Figure 1. Routing congestion map.
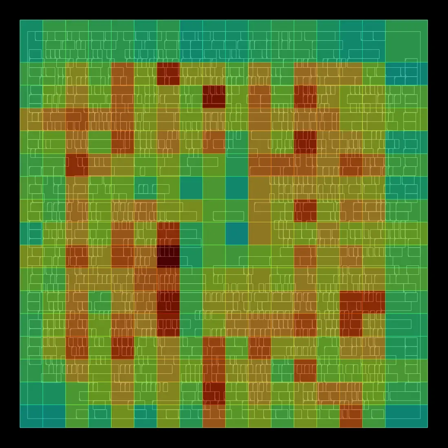
Figure 2. Metal 3.
Scale: 2 px per um.
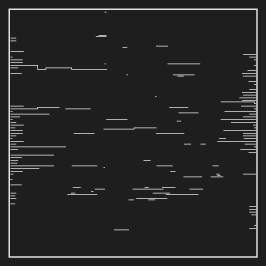
==> config.mk <==
export PLATFORM = sky130hd
export DESIGN_NAME = multi_timer_flat
export DESIGN_NICKNAME = d
export VERILOG_FILES = /design/src/rtl/timer_pkg.sv /design/src/rtl/multi_timer_if.sv /design/src/rtl/timer_channel.sv /design/src/rtl/multi_timer.sv /design/src/flat_wrapper.sv
export SDC_FILE = /design/constraint.sdc
export NUM_CORES = 1
export LEC_CHECK = 0
export ABC_AREA = 1
export CAP_MARGIN = 25
export CORE_MARGIN = 2
export CORE_UTILIZATION = 50
export DETAILED_ROUTE_END_ITERATION = 12
export PLACE_DENSITY = 0.79
export SYNTH_ARGS = -nofsm -noshare
export SYNTH_HDL_FRONTEND = slang
export SYNTH_SLANG_ARGS = --single-unit
==> constraint.sdc <==
create_clock -name clk -period 11.8 [get_ports clk]
set_input_delay 2.95 -clock clk [delete_from_list [all_inputs] [get_ports clk]]
set_output_delay 2.95 -clock clk [all_outputs]
set_load 0.1 [all_outputs]
==> notes.md <==
run results: count of different cell masters after synthesis 36, Syn Area/Cell 6.61 sq um, clock power share 0.441, max-slew violation count 0, mux share 0, worst path required time 8850 ps, pre-CTS worst setup slack 2240 ps, Synth warnings 0, Hold Crit Depth 2, core area 13,900 sq um, Top Layout Cells nand2_1, clkdlybuf4s50_1, inv_1, registers 68, Post-Synth Simple-Gate Area 0.384, Post-synth EDFFs 0, Non-clk invs 147, hold_buf cts 0, post-synthesis adder-cell area fraction 0.127, Leakage 4.58 nW, routed wl met3 834 um, Synth area leader dfrtp_1, Buf/Inv on CP 4, share of cells above drive strength 1 0.0490, clock skew 5.03 ps, Log Warnings 26, CP Max Fanout 4, TritonCTS clock tree built, CP Class primary input to output pin, Synth Area in Compound Gates 0.0587, top cells by area dfrtp_1, nand2_1, ha_1, inv_1, nor2_1, outcome finished, final reports clean, Commonest cells post-synth nand2_1, inv_1, nor2_1, Synth top area share 0.240, leading power group the clock network, Seq area share 0.189, Arr. time, crit path 6650 ps, Die Span Y 123 um, ys flop type dfrtp_1, Post-Syn Nets 1,225
-- Figure 1 (at the start) --
grt met1 use: 0.294
Avg WL per Cell: 12.1 um
M2 GR Usage: 0.393
global routing's busiest layer: met2
met3 GRT Util: 0.0397

-- Figure 2 (at the start) --
longest straight run: 27.4 um
nets with wire on the layer: 111
main direction: horizontal
wire length on this layer: 835 um
share of all routed wire: 4.9%
total number of vias: 6,989
final WL: 17,000 um

Power is estimated from default activity; no workload was simulated.
